**Run 1: routed clock nets over the placement**

(3 px per µm)
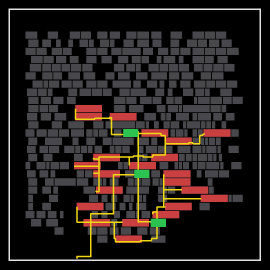
**Run 1: close-up of the layout**

Window x 52 to 72, y 11 to 31 µm. Cells in gray, sequential cells in the stronger gray; small squares are vias.
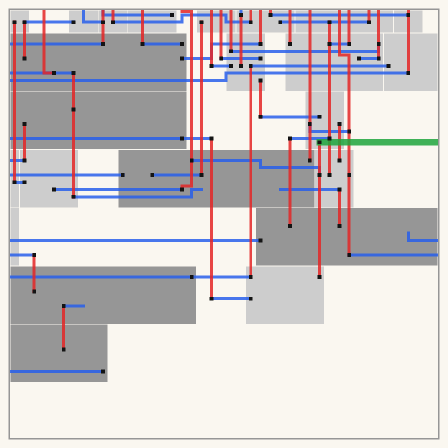
**Run 1: metal layers overlaid**

(4 px per µm)
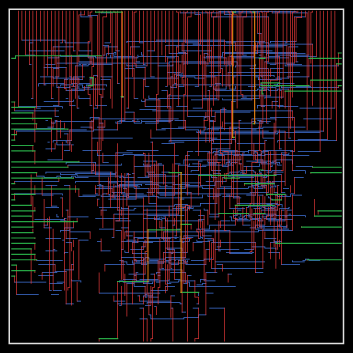
## config.mk

```make
export PLATFORM = sky130hd
export DESIGN_NAME = riscv_pipeline_ctrl
export DESIGN_NICKNAME = d
export VERILOG_FILES = /design/src/rtl/riscv_pipeline_ctrl.sv
export SDC_FILE = /design/constraint.sdc
export NUM_CORES = 1
export LEC_CHECK = 0
export CAP_MARGIN = 20
export CORE_MARGIN = 5
export CORE_UTILIZATION = 34
export DETAILED_ROUTE_END_ITERATION = 8
export GPL_TIMING_DRIVEN = 0
export PLACE_DENSITY = 0.82
export SLEW_MARGIN = 20
export SYNTH_ARGS = -nofsm -noshare
export SYNTH_HDL_FRONTEND = slang
export SYNTH_SLANG_ARGS = --single-unit
```

## constraint.sdc

```tcl
create_clock -name clk -period 2.68 [get_ports clk]
set_clock_uncertainty 0.2 [all_clocks]
set_input_delay 0.536 -clock clk [delete_from_list [all_inputs] [get_ports clk]]
set_output_delay 0.536 -clock clk [all_outputs]
set_load 0.02 [all_outputs]
```

## src/rtl/riscv_pipeline_ctrl.sv

```systemverilog
// Hazard and sequencing controller for a 5-stage RISC-V pipeline: load-use, branch, trap, dmem wait.
// Stall/flush/redirect outputs are combinational from state and inputs; FSM and counters are registered.
module riscv_pipeline_ctrl #(
    parameter int REG_ADDR_WIDTH    = 5,
    parameter int PC_WIDTH          = 32,
    parameter int TRAP_DRAIN_CYCLES = 2,
    parameter int PERF_CNT_WIDTH    = 16
) (
    input  logic                      clk,
    input  logic                      reset,
    input  logic [REG_ADDR_WIDTH-1:0] decode_rs1_addr,
    input  logic [REG_ADDR_WIDTH-1:0] decode_rs2_addr,
    input  logic [REG_ADDR_WIDTH-1:0] ex_rd_addr,
    input  logic                      ex_is_load,
    input  logic                      ex_branch_taken,
    input  logic [PC_WIDTH-1:0]       ex_branch_target,
    input  logic                      trap_req,
    input  logic [PC_WIDTH-1:0]       trap_target,
    input  logic                      dmem_busy,
    output logic                      fetch_stall,
    output logic                      decode_stall,
    output logic                      decode_flush,
    output logic                      ex_flush,
    output logic                      pc_load,
    output logic [PC_WIDTH-1:0]       pc_load_addr,
    output logic                      trap_taken,
    output logic [PERF_CNT_WIDTH-1:0] load_use_stalls,
    output logic [1:0]                ctrl_state
);

    typedef enum logic [1:0] {
        INIT       = 2'd0,
        RUN        = 2'd1,
        MEM_WAIT   = 2'd2,
        TRAP_DRAIN = 2'd3
    } state_t;

    localparam logic [3:0] DRAIN_LOAD = 4'(TRAP_DRAIN_CYCLES - 1);
    localparam logic [PERF_CNT_WIDTH-1:0] PERF_ONE = {{(PERF_CNT_WIDTH-1){1'b0}}, 1'b1};

    state_t                    state;
    state_t                    state_nxt;
    logic [3:0]                drain_cnt;
    logic [3:0]                drain_nxt;
    logic                      load_use;
    logic                      count_en;
    logic [PERF_CNT_WIDTH-1:0] perf_cnt;

    // rd of x0 never carries a value, so it cannot create a hazard
    assign load_use = ex_is_load && (ex_rd_addr != '0) &&
                      ((ex_rd_addr == decode_rs1_addr) || (ex_rd_addr == decode_rs2_addr));

    always_ff @(posedge clk or posedge reset) begin
        if (reset) begin
            state     <= INIT;
            drain_cnt <= 4'd0;
        end else begin
            state     <= state_nxt;
            drain_cnt <= drain_nxt;
        end
    end

    always_ff @(posedge clk or posedge reset) begin
        if (reset) begin
            perf_cnt <= '0;
        end else if (count_en && (perf_cnt != '1)) begin
            perf_cnt <= perf_cnt + PERF_ONE;
        end
    end

    always_comb begin
        state_nxt = state;
        drain_nxt = drain_cnt;
        count_en  = 1'b0;
        case (state)
            INIT: state_nxt = RUN;
            RUN: begin
                if (trap_req) begin
                    state_nxt = TRAP_DRAIN;
                    drain_nxt = DRAIN_LOAD;
                end else if (dmem_busy) begin
                    state_nxt = MEM_WAIT;
                end else if (!ex_branch_taken && load_use) begin
                    count_en = 1'b1;
                end
            end
            MEM_WAIT: begin
                if (!dmem_busy) state_nxt = RUN;
            end
            TRAP_DRAIN: begin
                if (drain_cnt == 4'd0) state_nxt = RUN;
                else                   drain_nxt = drain_cnt - 4'd1;
            end
            default: state_nxt = INIT;
        endcase
    end

    always_comb begin
        fetch_stall  = 1'b0;
        decode_stall = 1'b0;
        decode_flush = 1'b0;
        ex_flush     = 1'b0;
        pc_load      = 1'b0;
        pc_load_addr = '0;
        trap_taken   = 1'b0;
        case (state)
            INIT: begin
                fetch_stall  = 1'b1;
                decode_flush = 1'b1;
                ex_flush     = 1'b1;
            end
            RUN: begin
                if (trap_req) begin
                    pc_load      = 1'b1;
                    pc_load_addr = trap_target;
                    trap_taken   = 1'b1;
                    decode_flush = 1'b1;
                    ex_flush     = 1'b1;
                end else if (dmem_busy) begin
                    fetch_stall  = 1'b1;
                    decode_stall = 1'b1;
                end else if (ex_branch_taken) begin
                    pc_load      = 1'b1;
                    pc_load_addr = ex_branch_target;
                    decode_flush = 1'b1;
                    ex_flush     = 1'b1;
                end else if (load_use) begin
                    fetch_stall  = 1'b1;
                    decode_stall = 1'b1;
                    ex_flush     = 1'b1;
                end
            end
            MEM_WAIT: begin
                fetch_stall  = 1'b1;
                decode_stall = 1'b1;
            end
            TRAP_DRAIN: begin
                decode_flush = 1'b1;
                ex_flush     = 1'b1;
            end
            default: begin
                fetch_stall  = 1'b1;
                decode_flush = 1'b1;
                ex_flush     = 1'b1;
            end
        endcase
        // a flush overrides a hold so the NOP actually enters decode
        if (decode_flush) decode_stall = 1'b0;
    end

    assign load_use_stalls = perf_cnt;
    assign ctrl_state      = state;

endmodule
```

==> impl_metrics.json, run 1 <==
{
  "status": "completed",
  "critPathMostFrequentCell": "buf_6",
  "worstReg2RegStart": "ctrl_state[1]",
  "highest_layer": "met4",
  "n_all_buffers": 160,
  "core_region_area_um2": 5140,
  "syn-instance-count": 195,
  "top_usage_layer": "met2",
  "crit_family": "buffers and inverters",
  "rr_worst_depth": 8,
  "netSwitchingPower_w": 0.00102,
  "min_from": "load_use_stalls[10]",
  "path_cells": "inv_2, ha_4, buf_6, and2b_2, and3_4, buf_8, a22o_4, buf_6",
  "fp_nets": 287,
  "critical_path_depth": 8,
  "lay_top_count": "clkdlybuf4s50_1",
  "tightest_slew_ns": 0.859,
  "hpwl_um": 5840,
  "power_frac_comb": 0.717,
  "wl_met1_um": 2990,
  "final_area_um2": 3490,
  "comb_area_frac": 0.356,
  "end_kind": "output pin",
  "wl_met2_um": 3710,
  "clock_sinks": 22,
  "clock_buffers": 4,
  "nMultiInputCombCells": 153,
  "ir_drop_mv": 0.491,
  "track_usage": 0.195,
  "rsz0062_at_grt": "yes",
  "r2r-end": "load_use_stalls[15]",
  "met1_usage": 0.242,
  "slowest_delay_ns": 0.38,
  "p_leak_nw": 1.52,
  "hp-class": "flip-flop to flip-flop",
  "clk_pin_slew_worst_paths_ns": 0.08,
  "synth_seq_share": 0.302,
  "port_buffers": 140,
  "clkLatencyLatePin_ns": 0.27
}
Notes on 'routed clock nets over the placement' above:
Red stands for flip-flops, count 22. Yellow stands for clock wires, length 297 µm. Green stands for clock drivers, count 3.
There are 4 routed clock nets.

Notes on 'close-up of the layout' above:
Blue stands for metal 1. Red stands for metal 2. Green stands for metal 3.
Most frequent: dfrtp_1 (5), o21ai_0 (3), clkdlybuf4s50_1 (2). 12 logic cells have their middle in the window. Sequential cells in the window: 5. Netlist names of flops here include `drain_cnt` (3), `load_use_stalls` (2).

Notes on 'metal layers overlaid' above:
Blue stands for metal 1, wire length 2,990 µm. Orange stands for metal 4, wire length 123 µm. Red stands for metal 2, wire length 3,710 µm. Green stands for metal 3, wire length 446 µm.

## run 1: kinds of logic (layout without fill, tap and decap cells)
family                   Yosys count  after routing  synth area share
AND/OR/NAND/NOR                   60             60             0.192
AND-OR/OR-AND                     59             59             0.278
XOR/XNOR                          26             26             0.125
flip-flops                        22             22             0.302
buffers and inverters             20            173            0.0454
adder cells (fa/ha/maj)            7              7            0.0481
multiplexers                       1              1           0.00825
## run 1: metrics by stage
stage / setup slack, ns / TNS, ns
finish: 0.0226 / 0
detailed placement: -1.14 / -34.33
global route: -0.0394 / -0.281
global placement: -1.11 / -33.31
floorplan: 0.0245 / 0
CTS: -0.00430 / -0.00430
## run 1: sequential cells by signal (all words and copies together), names as in the netlist
name	count
load_use_stalls	16
drain_cnt	4
ctrl_state	2
## Run 2: what changed since run 1
- CELL_PAD_IN_SITES_DETAIL_PLACEMENT: unset -> 1
- CELL_PAD_IN_SITES_GLOBAL_PLACEMENT: unset -> 1
- CORE_UTILIZATION: 34 -> 23
- GPL_TIMING_DRIVEN: 0 -> unset
- PLACE_DENSITY: 0.82 -> unset
- PLACE_DENSITY_LB_ADDON: unset -> 0.1
==> impl_metrics.json, run 2 <==
{
  "worstReg2RegStart": "ctrl_state[1]",
  "largest_reg_flops": 16,
  "min_from": "load_use_stalls[15]",
  "port_buffers": 140,
  "hp-class": "flip-flop to flip-flop",
  "ir_drop_mv": 0.209,
  "r2r-end": "load_use_stalls[9]",
  "end_kind": "output pin",
  "xor_share": 0.125,
  "tightest_slew_ns": 0.558,
  "core_region_area_um2": 7730,
  "status": "completed",
  "comb_area_frac": 0.349,
  "rsz0062_at_grt": "no",
  "fin_ws_ns": 0.0750,
  "p_leak_nw": 1.62,
  "slowest_delay_ns": 0.55,
  "hpwl_um": 6840,
  "ys_top_logic_family": "AND-OR/OR-AND gates",
  "ys_sh_adder": 0.0481
}
-- run 2: cell counts after synthesis --
Identical to the previous run, type by type.
-- run 2: routing by layer --
metal | wire, µm | GRT usage
met5 | 0 | 0
met3 | 293 | 0.0297
met4 | 161 | 0.0357
met1 | 3250 | 0.193
met2 | 4380 | 0.300
-- run 2: power by group --
| group | leakage [nW] | internal [W] | total [W] | switching (W) |
|---|---|---|---|---|
| Clock | 0.0357 | 0.000200 | 0.000313 | 0.000113 |
| Combinational | 1.28 | 0.000728 | 0.00160 | 0.000871 |
| Sequential | 0.296 | 0.000377 | 0.000416 | 0.0000392 |
-- run 2: worst max-delay path: cells and delay by family --
kind	cells	cell delay, ns
AOI/OAI and AO/OA	1	0.19
buffers and inverters	4	0.94
and+or+nand+nor	1	0.18
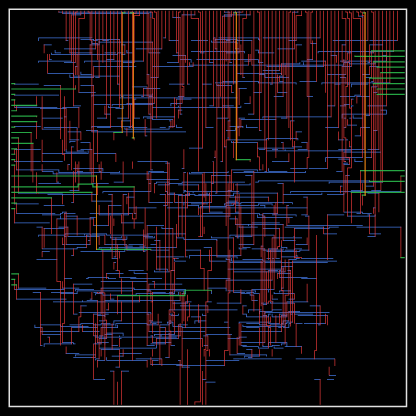
**Above:** run 2 (metal layers overlaid).
(4 px per µm)
Blue stands for metal 1, wire length 3,250 µm. Orange stands for metal 4, wire length 162 µm. Green stands for metal 3, wire length 294 µm. Red stands for metal 2, wire length 4,380 µm.

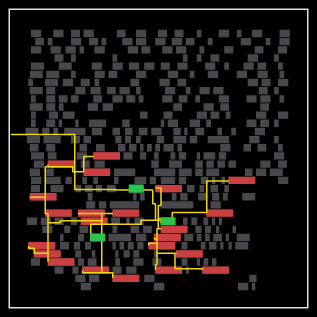
**Above:** run 2 (routed clock nets over the placement).
(3 px per µm)
Green stands for clock drivers, count 3. Yellow stands for clock wires, length 330 µm. Red stands for flip-flops, count 22.
There are 4 routed clock nets.
clock share of power: 0.135
Power Clock: 0.000313 W
Latency at later pin: 0.27 ns

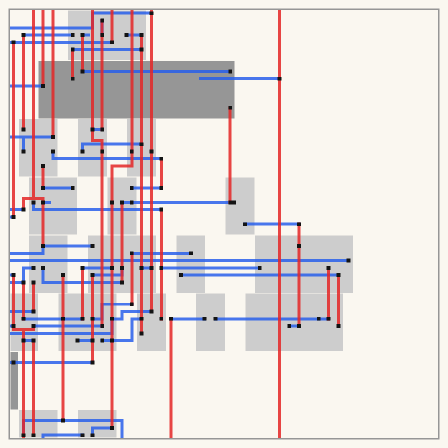
**Above:** run 2 (close-up of the layout).
Window x 64 to 84, y 15 to 35 µm. Cells in gray, sequential cells in the stronger gray; small squares are vias.
Blue stands for metal 1. Red stands for metal 2.
Netlist names of flops here include `drain_cnt` (1). Sequential cells in the window: 1. Most frequent: nand2_1 (3), inv_1 (2), ha_1 (2). 17 logic cells have their middle in the window.

Power is estimated from default activity; no workload was simulated.
